<file path="src/rtl/ram_access_controller_if.sv">
// ram_access_controller_if: bundle of request/response, preload and RAM pin signals
//   req_valid/req_ready/req_write/req_addr/req_wdata : load/store request handshake
//   rsp_valid/rsp_rdata                              : one-cycle load response
//   init_start/init_busy                             : preload sweep control/status
//   ram_we/ram_address/ram_input/ram_output          : synchronous-read RAM pins
//   master = datapath + RAM side, slave = controller side
interface ram_access_controller_if #(
    parameter int ADDR_W = 5,
    parameter int DATA_W = 8
);
    logic              req_valid;
    logic              req_ready;
    logic              req_write;
    logic [ADDR_W-1:0] req_addr;
    logic [DATA_W-1:0] req_wdata;
    logic              rsp_valid;
    logic [DATA_W-1:0] rsp_rdata;
    logic              init_start;
    logic              init_busy;
    logic              ram_we;
    logic [ADDR_W-1:0] ram_address;
    logic [DATA_W-1:0] ram_input;
    logic [DATA_W-1:0] ram_output;

    modport master (
        output req_valid, req_write, req_addr, req_wdata, init_start, ram_output,
        input  req_ready, rsp_valid, rsp_rdata, init_busy, ram_we, ram_address, ram_input
    );

    modport slave (
        input  req_valid, req_write, req_addr, req_wdata, init_start, ram_output,
        output req_ready, rsp_valid, rsp_rdata, init_busy, ram_we, ram_address, ram_input
    );
endinterface

</file>
<file path="src/rtl/ram_access_controller.sv">
// ram_access_controller: initiator-side controller for a 32x8 synchronous-read RAM
//   clock : system clock, posedge
//   reset : synchronous active-high reset
//   bus   : ram_access_controller_if.slave (request/response, preload, RAM pins)
module ram_access_controller #(
    parameter int ADDR_W     = 5,
    parameter int DATA_W     = 8,
    parameter int DEPTH      = 32,
    parameter int INIT_WORD0 = 170
) (
    input logic                    clock,
    input logic                    reset,
    ram_access_controller_if.slave bus
);
    typedef enum logic [1:0] {IDLE, ACCESS, CAPTURE, INIT} state_t;

    state_t            state_q, state_d;
    logic              we_q, we_d;
    logic              rsp_valid_q, rsp_valid_d;
    logic [ADDR_W-1:0] addr_q, addr_d;
    logic [DATA_W-1:0] din_q, din_d;
    logic [DATA_W-1:0] rdata_q, rdata_d;

    always_ff @(posedge clock) begin
        if (reset) begin
            state_q     <= IDLE;
            we_q        <= 1'b0;
            addr_q      <= '0;
            din_q       <= '0;
            rsp_valid_q <= 1'b0;
            rdata_q     <= '0;
        end else begin
            state_q     <= state_d;
            we_q        <= we_d;
            addr_q      <= addr_d;
            din_q       <= din_d;
            rsp_valid_q <= rsp_valid_d;
            rdata_q     <= rdata_d;
        end
    end

    always_comb begin
        state_d     = state_q;
        we_d        = we_q;
        addr_d      = addr_q;
        din_d       = din_q;
        rsp_valid_d = 1'b0;
        rdata_d     = rdata_q;
        case (state_q)
            IDLE: begin
                // preload wins over a simultaneous request, which stays unaccepted
                if (bus.init_start) begin
                    we_d    = 1'b1;
                    addr_d  = '0;
                    din_d   = DATA_W'(INIT_WORD0);
                    state_d = INIT;
                end else if (bus.req_valid) begin
                    we_d    = bus.req_write;
                    addr_d  = bus.req_addr;
                    din_d   = bus.req_wdata;
                    state_d = ACCESS;
                end
            end
            ACCESS: begin
                // RAM samples now; a load's data appears on ram_output one edge later
                we_d    = 1'b0;
                state_d = we_q ? IDLE : CAPTURE;
            end
            CAPTURE: begin
                rdata_d     = bus.ram_output;
                rsp_valid_d = 1'b1;
                state_d     = IDLE;
            end
            INIT: begin
                if (addr_q == ADDR_W'(DEPTH - 1)) begin
                    we_d    = 1'b0;
                    state_d = IDLE;
                end else begin
                    addr_d = addr_q + ADDR_W'(1);
                    din_d  = DATA_W'(addr_q + ADDR_W'(1));
                end
            end
            default: state_d = IDLE;
        endcase
    end

    assign bus.req_ready   = (state_q == IDLE) && !bus.init_start;
    assign bus.init_busy   = (state_q == INIT);
    assign bus.ram_we      = we_q;
    assign bus.ram_address = addr_q;
    assign bus.ram_input   = din_q;
    assign bus.rsp_valid   = rsp_valid_q;
    assign bus.rsp_rdata   = rdata_q;
endmodule

</file>
<file path="src/flat_wrapper.sv">
// flat-port wrapper written by rule: the top's interface ports become plain ports
module ram_access_controller_flat 
#(
    parameter int ADDR_W     = 5,
    parameter int DATA_W     = 8,
    parameter int DEPTH      = 32,
    parameter int INIT_WORD0 = 170
)
  (clock, reset, bus_req_valid, bus_req_write, bus_req_addr, bus_req_wdata, bus_init_start, bus_ram_output, bus_req_ready, bus_rsp_valid, bus_rsp_rdata, bus_init_busy, bus_ram_we, bus_ram_address, bus_ram_input);
  ram_access_controller_if #(.ADDR_W(ADDR_W), .DATA_W(DATA_W)) bus_i ();
  input logic clock;
  input logic reset;
  input wire logic [$bits(bus_i.req_valid)-1:0] bus_req_valid;
  input wire logic [$bits(bus_i.req_write)-1:0] bus_req_write;
  input wire logic [$bits(bus_i.req_addr)-1:0] bus_req_addr;
  input wire logic [$bits(bus_i.req_wdata)-1:0] bus_req_wdata;
  input wire logic [$bits(bus_i.init_start)-1:0] bus_init_start;
  input wire logic [$bits(bus_i.ram_output)-1:0] bus_ram_output;
  output wire logic [$bits(bus_i.req_ready)-1:0] bus_req_ready;
  output wire logic [$bits(bus_i.rsp_valid)-1:0] bus_rsp_valid;
  output wire logic [$bits(bus_i.rsp_rdata)-1:0] bus_rsp_rdata;
  output wire logic [$bits(bus_i.init_busy)-1:0] bus_init_busy;
  output wire logic [$bits(bus_i.ram_we)-1:0] bus_ram_we;
  output wire logic [$bits(bus_i.ram_address)-1:0] bus_ram_address;
  output wire logic [$bits(bus_i.ram_input)-1:0] bus_ram_input;
  assign bus_i.req_valid = bus_req_valid;
  assign bus_i.req_write = bus_req_write;
  assign bus_i.req_addr = bus_req_addr;
  assign bus_i.req_wdata = bus_req_wdata;
  assign bus_i.init_start = bus_init_start;
  assign bus_i.ram_output = bus_ram_output;
  assign bus_req_ready = bus_i.req_ready;
  assign bus_rsp_valid = bus_i.rsp_valid;
  assign bus_rsp_rdata = bus_i.rsp_rdata;
  assign bus_init_busy = bus_i.init_busy;
  assign bus_ram_we = bus_i.ram_we;
  assign bus_ram_address = bus_i.ram_address;
  assign bus_ram_input = bus_i.ram_input;
  ram_access_controller #(.ADDR_W(ADDR_W), .DATA_W(DATA_W), .DEPTH(DEPTH), .INIT_WORD0(INIT_WORD0)) u_core (.clock(clock), .reset(reset), .bus(bus_i));
endmodule
</file>
<file path="config.mk">
export PLATFORM = sky130hd
export DESIGN_NAME = ram_access_controller_flat
export DESIGN_NICKNAME = d
export VERILOG_FILES = /design/src/rtl/ram_access_controller_if.sv /design/src/rtl/ram_access_controller.sv /design/src/flat_wrapper.sv
export SDC_FILE = /design/constraint.sdc
export NUM_CORES = 1
export LEC_CHECK = 0
export CAP_MARGIN = 0
export CORE_MARGIN = 3
export CORE_UTILIZATION = 37
export DETAILED_ROUTE_END_ITERATION = 7
export GPL_ROUTABILITY_DRIVEN = 0
export PLACE_DENSITY = 0.8
export SLEW_MARGIN = 20
export SYNTH_ARGS = -nofsm -noshare
export SYNTH_HDL_FRONTEND = slang
export SYNTH_SLANG_ARGS = --single-unit
</file>
<file path="constraint.sdc">
create_clock -name clock -period 1.9 [get_ports clock]
set_clock_uncertainty 0.15 [all_clocks]
set_input_delay 0.19 -clock clock [delete_from_list [all_inputs] [get_ports clock]]
set_output_delay 0.19 -clock clock [all_outputs]
set_load 0.02 [all_outputs]
</file>
### Clock wiring as the flow saved it

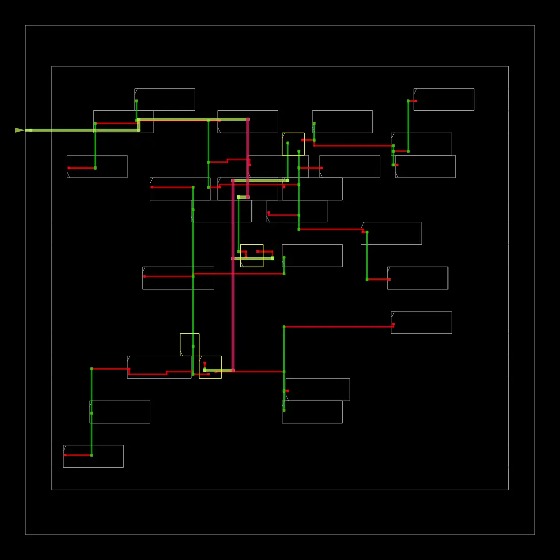
Num CTS Buffers: 3
P_clk: 0.254 mW
layout clock buffer count: 3

==> out/results.ini <==
[die]
num_rows=19
die_area_mm2=0.00385
fp_util_pct=40.5
io_pins=51
die_h_um=62.1

[drt]
ant_nets=0
drt-vias-per-instance=5.16
wirelength_um=3350
num_vias=1254
drt_pass1_iterations=4
drcViolationCount=0

[sta]
hold_viol=0
worst_pin_slew_ns=0.628
slew_headroom_pct=58.2
setup_slack_ns=0.0385
layout_min_cycle_time_ns=1.86

[power_and_ir_drop]
p_total_mw=1.40
powerDensity_mw_per_mm2=766
ir_drop_uv=478

[yosys]
ys_seq_elements=25
synth_cell_types=39
syn_inst=141
yosysWarnings=0
synth_seq_share_pct=43.0
ys_area_mm2=0.00116
avgSynthCellArea_um2=8.25
synthesis.area_mm2=0.00116
fp_nets=169
ys_cells=141
synthFlopType=dfxtp_1

[clocking]
clk_pin_slew_worst_paths_ns=0.14
clock_latency_ns=0.33
cts_tree=built
clock_path_buffers=2
clock-root-buffer=clkbuf_4
cts_sinks=25

[grt]
grt_pass1_vias=1290
grt_use_total_pct=18.1
grt-ovfl-total=0
grt_pass1_wl_um=5300
grt_antenna_before_repair=0

[layout]
antenna_cells=0
final_cell_count_no_fill=243
syn_to_final_growth_pct=57.5
final_nets=230
mostFrequentLayoutCell=clkdlybuf4s50_1
drive_gt1_share_pct=16.4
post-route-cell-area_mm2=0.00183

[worst_setup_path]
cp_data_required_time_ns=2.02
critPathLaunch=u_core.bus.ram_address[0]
crit_path_top_delay_cell=dfxtp_4
critPathLaunchType=register
crit_type=register to register
crit_path_max_incr_delay_ns=0.39
crit_arrival_ns=1.99
cp_num_buf_inv=1
cpLargestDelayFamily=AND-OR/OR-AND gates

[run]
tool_warnings=27

[status]
status=finished, final reports clean

[min_path]
min_from=bus_ram_output[6]
hold_class=input pin to register

[placed_design]
postPlaceCellArea_mm2=0.00177

### Wiring by layer

Scale bar: 20 um. Two of the layers only.
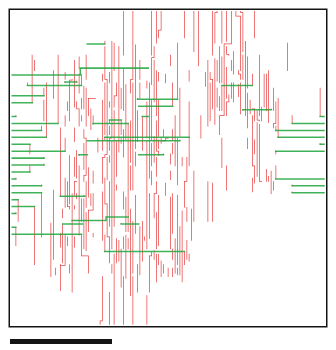
- green: metal 3 (wire length 313 um)
- red: metal 2 (wire length 1,670 um)

[area by class of cell]
type	count	area, um2	share of cell area, %
Clock buffer	3	22.5	1.23
Clock inverter	1	6.26	0.341
Inverter	3	11.3	0.614
Multi-Input combinational cell	102	608	33.2
Sequential cell	25	507	27.6
Tap cell	42	52.6	2.87
Timing Repair Buffer	67	626	34.1
[power breakdown]
| part | internal, mW | total [mW] | switching (mW) |
|---|---|---|---|
| sequential | 0.583 | 0.624 | 0.0419 |
| clock | 0.0824 | 0.254 | 0.172 |
| combinational | 0.263 | 0.526 | 0.263 |
| total | 0.928 | 1.40 | 0.476 |
[repair_timing]
action,in CTS,in global routing
pin swaps,0,3
buffers inserted,2,1
gates resized,5,2
hold buffers,0,0
endpoints found under the setup margin,5,6
[sequential cells by signal (all words and copies together), names as in the netlist]
name / cells
u_core.bus.ram_input: 8
u_core.bus.rsp_rdata: 8
u_core.bus.ram_address: 5
u_core.state_q: 2
u_core.bus.ram_we: 1
u_core.bus.rsp_valid: 1
[cells in the mapped netlist (2+ instances only)]
master | number | share of area (%)
nand2b_1 | 2 | 1.1
and3_1 | 2 | 1.1
a211oi_1 | 4 | 2.6
mux2i_1 | 2 | 1.7
nor2_1 | 19 | 6.1
o21ai_0 | 3 | 1.3
nor3_1 | 6 | 2.6
buf_6 | 3 | 2.9
dfxtp_1 | 25 | 43
clkbuf_1 | 3 | 0.97
a21oi_1 | 16 | 6.9
buf_2 | 3 | 1.3
nand2_1 | 23 | 7.4
a31oi_1 | 2 | 1.1
inv_1 | 2 | 0.65
nand3_1 | 2 | 0.86
ha_1 | 2 | 2.2
[tightest hold or removal path, stage by stage]
cell and delay [ns]:
clkdlybuf4s50_1 0.40, nand2_1 0.06, a21oi_1 0.05
[worst paths after layout]
path | cells after the start | end | slack [ns]
max | 8 | u_core.bus.ram_input[3] | 0.04
min | 3 | u_core.bus.rsp_rdata[6] | 0.24
max reg2reg | 8 | u_core.bus.ram_input[3] | 0.04
min reg2reg | 2 | u_core.bus.rsp_rdata[6] | 0.31
[stage by stage]
step / setup TNS [ns] / utilization [%]
detailed placement: -0.224 / 61.4
floorplan: 0 / -
CTS: 0 / 63.0
global route: -0.0848 / 63.7
finish: 0 / 63.7
global placement: -0.0241 / 61.4
[layer usage]
layer	part of all wire, %	routed length (um)	global-route usage, %
met5	0	0	0
met4	1.8	59	10.3
met3	9.3	313	4.75
met2	50	1670	30.2
met1	39	1310	20.9
[cells by family after synthesis]
family / after synthesis / synth area share (%)
simple gates: 62 / 24.6
compound gates: 35 / 20.6
flops: 25 / 43.0
buf+inv: 14 / 7.10
mux: 2 / 1.72
fa+ha+maj: 2 / 2.15
xor+xnor: 1 / 0.753
Power figures rest on the tool's default switching activity, not on a simulated workload.
